===== src/rtl/avalon_burst_slave_interface.sv =====
// Avalon-MM burst slave bridging onto the internal AW/W/B/AR/R user bus.
// Writes wait for their response before the next command; reads are bounded by a beat credit.
module avalon_burst_slave_interface #(
    parameter int C_AVS_ADDR_WIDTH  = 32,
    parameter int C_AVS_DATA_WIDTH  = 32,
    parameter int C_AVS_BURST_WIDTH = 9,
    parameter int C_MAX_RD_BEATS    = 256
) (
    input  logic                          ACLK,
    input  logic                          ARESETN,
    input  logic [C_AVS_ADDR_WIDTH-1:0]   avs_address,
    input  logic [C_AVS_BURST_WIDTH-1:0]  avs_burstcount,
    input  logic [C_AVS_DATA_WIDTH/8-1:0] avs_byteenable,
    output logic                          avs_waitrequest,
    input  logic                          avs_read,
    output logic [C_AVS_DATA_WIDTH-1:0]   avs_readdata,
    output logic                          avs_readdatavalid,
    input  logic                          avs_write,
    input  logic [C_AVS_DATA_WIDTH-1:0]   avs_writedata,
    output logic                          awvalid,
    input  logic                          awready,
    output logic [C_AVS_ADDR_WIDTH-1:0]   awaddr,
    output logic [7:0]                    awlen,
    output logic                          wvalid,
    input  logic                          wready,
    output logic [C_AVS_DATA_WIDTH-1:0]   wdata,
    output logic [C_AVS_DATA_WIDTH/8-1:0] wstrb,
    output logic                          wlast,
    input  logic                          bvalid,
    output logic                          bready,
    output logic                          arvalid,
    input  logic                          arready,
    output logic [C_AVS_ADDR_WIDTH-1:0]   araddr,
    output logic [7:0]                    arlen,
    input  logic                          rvalid,
    output logic                          rready,
    input  logic [C_AVS_DATA_WIDTH-1:0]   rdata
);

    localparam int CNT_W = $clog2(C_MAX_RD_BEATS + 1);

    typedef enum logic [2:0] {
        IDLE    = 3'd0,
        WR_ADDR = 3'd1,
        WR_DATA = 3'd2,
        WR_RESP = 3'd3,
        RD_ADDR = 3'd4
    } state_t;

    state_t                      state_r;
    state_t                      state_s;
    logic [C_AVS_ADDR_WIDTH-1:0] addr_r;
    logic [7:0]                  len_r;
    logic [7:0]                  beat_r;
    logic [CNT_W-1:0]            outstanding_r;
    logic [CNT_W-1:0]            rd_inc_s;
    logic [CNT_W-1:0]            rd_dec_s;
    logic [7:0]                  cmd_len_s;
    logic                        credit_ok_s;
    logic                        latch_s;
    logic                        beat_done_s;
    logic                        rd_accept_s;

    // A burstcount of zero is treated as a single beat.
    function automatic logic [7:0] burst_len(input logic [C_AVS_BURST_WIDTH-1:0] bc);
        logic [8:0] beats;
        beats = 9'(bc);
        if (beats == 9'd0) begin
            beats = 9'd1;
        end else begin
            beats = beats;
        end
        return 8'(beats - 9'd1);
    endfunction

    assign cmd_len_s   = burst_len(avs_burstcount);
    assign credit_ok_s = (32'(outstanding_r) + 32'(cmd_len_s) + 32'd1) <= 32'(C_MAX_RD_BEATS);

    assign awaddr            = addr_r;
    assign araddr            = addr_r;
    assign awlen             = len_r;
    assign arlen             = len_r;
    assign wdata             = avs_writedata;
    assign wstrb             = avs_byteenable;
    assign rready            = 1'b1;
    assign avs_readdata      = rdata;
    assign avs_readdatavalid = rvalid;

    // Next-state and handshake outputs.
    always_comb begin
        state_s         = state_r;
        avs_waitrequest = 1'b1;
        awvalid         = 1'b0;
        wvalid          = 1'b0;
        wlast           = 1'b0;
        bready          = 1'b0;
        arvalid         = 1'b0;
        latch_s         = 1'b0;
        beat_done_s     = 1'b0;
        rd_accept_s     = 1'b0;
        case (state_r)
            IDLE: begin
                if (avs_write) begin
                    latch_s = 1'b1;
                    state_s = WR_ADDR;
                end else if (avs_read && credit_ok_s) begin
                    latch_s = 1'b1;
                    state_s = RD_ADDR;
                end else begin
                    state_s = IDLE;
                end
            end
            WR_ADDR: begin
                awvalid = 1'b1;
                if (awready) begin
                    state_s = WR_DATA;
                end else begin
                    state_s = WR_ADDR;
                end
            end
            WR_DATA: begin
                wvalid          = avs_write;
                wlast           = (beat_r == len_r);
                avs_waitrequest = !wready;
                if (avs_write && wready) begin
                    beat_done_s = 1'b1;
                    if (beat_r == len_r) begin
                        state_s = WR_RESP;
                    end else begin
                        state_s = WR_DATA;
                    end
                end else begin
                    state_s = WR_DATA;
                end
            end
            WR_RESP: begin
                bready = 1'b1;
                if (bvalid) begin
                    state_s = IDLE;
                end else begin
                    state_s = WR_RESP;
                end
            end
            RD_ADDR: begin
                arvalid         = 1'b1;
                avs_waitrequest = !arready;
                if (arready) begin
                    rd_accept_s = 1'b1;
                    state_s     = IDLE;
                end else begin
                    state_s = RD_ADDR;
                end
            end
            default: begin
                state_s = IDLE;
            end
        endcase
    end

    // State register.
    always_ff @(posedge ACLK or negedge ARESETN) begin
        if (!ARESETN) begin
            state_r <= IDLE;
        end else begin
            state_r <= state_s;
        end
    end

    // Command address/length latched when a command leaves IDLE.
    always_ff @(posedge ACLK or negedge ARESETN) begin
        if (!ARESETN) begin
            addr_r <= {C_AVS_ADDR_WIDTH{1'b0}};
            len_r  <= 8'd0;
        end else if (latch_s) begin
            addr_r <= avs_address;
            len_r  <= cmd_len_s;
        end else begin
            addr_r <= addr_r;
            len_r  <= len_r;
        end
    end

    // Write beat counter, restarted on address acceptance.
    always_ff @(posedge ACLK or negedge ARESETN) begin
        if (!ARESETN) begin
            beat_r <= 8'd0;
        end else if ((state_r == WR_ADDR) && awready) begin
            beat_r <= 8'd0;
        end else if (beat_done_s) begin
            beat_r <= beat_r + 8'd1;
        end else begin
            beat_r <= beat_r;
        end
    end

    assign rd_inc_s = rd_accept_s ? (CNT_W'(len_r) + CNT_W'(1'b1)) : {CNT_W{1'b0}};
    assign rd_dec_s = rvalid ? CNT_W'(1'b1) : {CNT_W{1'b0}};

    // Outstanding read beats: grows on command acceptance, shrinks per returned beat.
    always_ff @(posedge ACLK or negedge ARESETN) begin
        if (!ARESETN) begin
            outstanding_r <= {CNT_W{1'b0}};
        end else begin
            outstanding_r <= outstanding_r + rd_inc_s - rd_dec_s;
        end
    end

endmodule


===== config.mk =====
export PLATFORM = sky130hd
export DESIGN_NAME = avalon_burst_slave_interface
export DESIGN_NICKNAME = d
export VERILOG_FILES = /design/src/rtl/avalon_burst_slave_interface.sv
export SDC_FILE = /design/constraint.sdc
export NUM_CORES = 1
export LEC_CHECK = 0
export CAP_MARGIN = 25
export CORE_ASPECT_RATIO = 0.7
export CORE_MARGIN = 1
export CORE_UTILIZATION = 35
export DETAILED_ROUTE_END_ITERATION = 7
export PLACE_DENSITY = 0.77
export RECOVER_POWER = 100
export SYNTH_ARGS = -nofsm -noshare
export SYNTH_HDL_FRONTEND = slang
export SYNTH_SLANG_ARGS = --single-unit

===== constraint.sdc =====
create_clock -name ACLK -period 3.7 [get_ports ACLK]
set_input_delay 0.555 -clock ACLK [delete_from_list [all_inputs] [get_ports ACLK]]
set_output_delay 0.555 -clock ACLK [all_outputs]
set_load 0.02 [all_outputs]

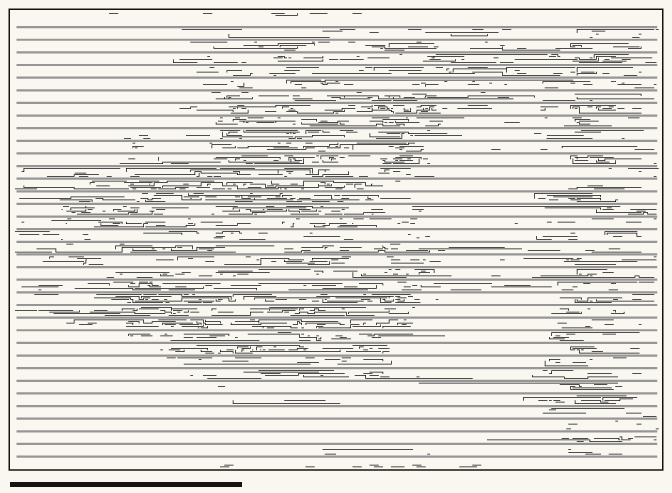
(run_1/m1.png)
Scale bar: 50 um. Supply wires on this layer in gray.
wire length on this layer = 5120 um
share of all routed wire = 45%
nets with wire on the layer = 552
drt total wl: 11340 um
vias: 3329
grt met1 use: 20.81%

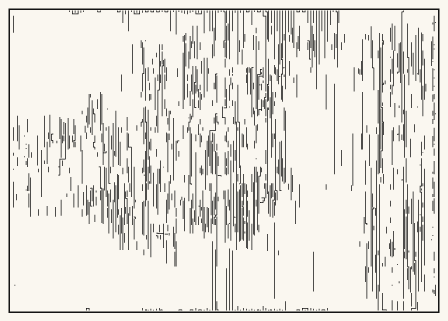
(run_1/m2.png)
share of all routed wire = 45%
main direction = vertical
wire length on this layer = 5070 um
nets with wire on the layer = 596

==> flow_metrics.env, run 1 <==
# flow metrics
export IMPL_antenna_found_initial=0
export IMPL_rows=34
export IMPL_clk_root_buffer_cell="clkbuf_16"
export IMPL_top_cells_by_area="dfrtp_1, buf_4, mux2_4"
export IMPL_finalCriticalPeriod_ns=4.061
export IMPL_area_growth_pct=32.55
export IMPL_clock_buffer_count=10
export IMPL_ys_sh_adder_pct=7.891
export IMPL_wl_met2_um=5070
export IMPL_status="finished, violations left"
export IMPL_setup_viol_count_final=40
export IMPL_post_route_worst_setup_slack_ns=-0.3613
export IMPL_logic_area_um2=2296
export IMPL_cp_end_kind="register"
export IMPL_gp_congestion=0.8502
export IMPL_p_seq_mw=1.36
export IMPL_ys_warn_count=0
export IMPL_pg_comb_mw=3.94
export IMPL_fp_util_pct=36.77
export IMPL_violations="setup timing"
export IMPL_drive_gt1_share_pct=26.58
export IMPL_seqPwrFrac_pct=21.9
export IMPL_final_nets=680
export IMPL_r2r_worst_path_cells=13
export IMPL_drc=0
export IMPL_fin_area_um2=6221
export IMPL_n_all_inverters=33
export IMPL_grt_met2_usage_pct=26.50
export IMPL_holdWs_ns=0.4833
export IMPL_fin_util_pct=48.75
export IMPL_cts_sinks=60
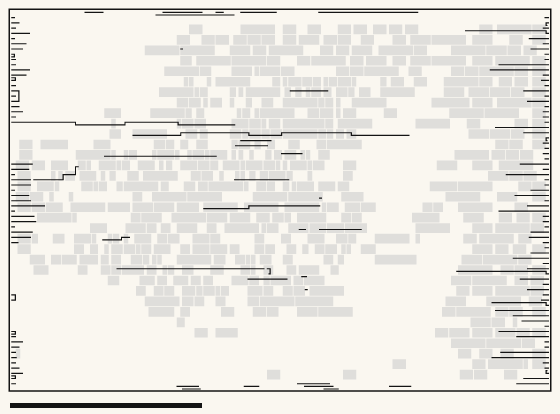
(run_1/m3.png)
Scale bar: 50 um.
longest straight run = 38.2 um
share of all routed wire = 8.2%
GRT met3 Usage: 6.900%

==> run 1 -> run 2 <==
Settings changed: CORE_MARGIN 1 to unset, CTS_CLUSTER_SIZE set to 16.
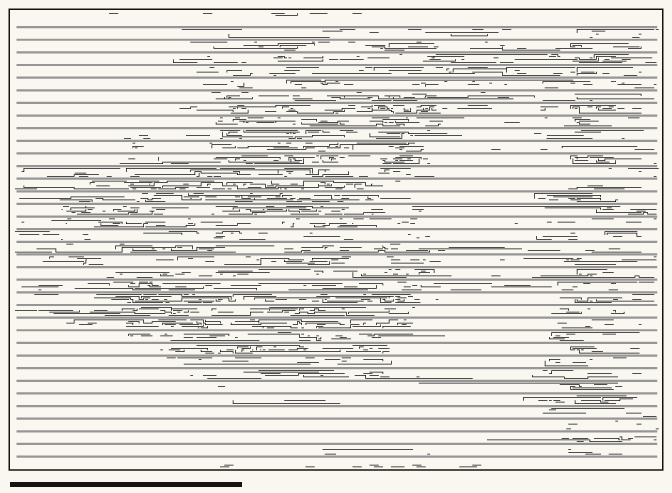
(run_2/m1.png)
Scale bar: 50 um. Supply wires on this layer in gray.
share of all routed wire = 45%
nets with wire on the layer = 552
longest straight run = 53.4 um

==> flow_metrics.env, run 2 <==
# flow metrics
export IMPL_top_cells_by_area="dfrtp_1, buf_4, mux2_4"
export IMPL_grt_met1_usage_pct=20.81
export IMPL_cts_sinks=60
export IMPL_area_growth_pct=32.55
export IMPL_setup_viol_count_final=40
export IMPL_ys_sh_adder_pct=7.891
export IMPL_gr_usage_met3_pct=6.900
export IMPL_violations="setup timing"
export IMPL_fp_util_pct=36.77
export IMPL_rows=34
export IMPL_p_seq_mw=1.36
export IMPL_status="finished, violations left"
export IMPL_seqPwrFrac_pct=21.9
export IMPL_post_route_worst_setup_slack_ns=-0.3613
export IMPL_fin_util_pct=48.75
export IMPL_pg_comb_mw=3.94
export IMPL_wl_met2_um=5070
export IMPL_wl_um=11340
export IMPL_cp_end_kind="register"
export IMPL_n_all_inverters=33
export IMPL_fin_area_um2=6221
export IMPL_gp_congestion=0.8502
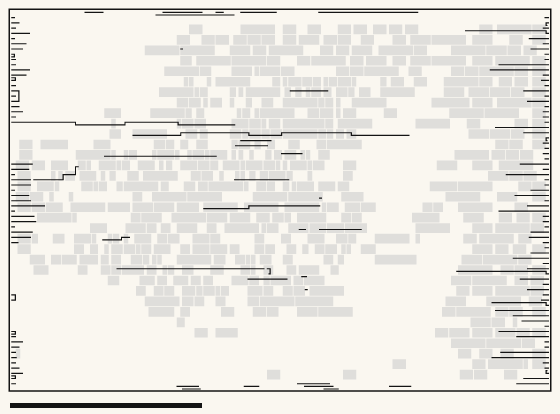
(run_2/m3.png)
Scale bar: 50 um.

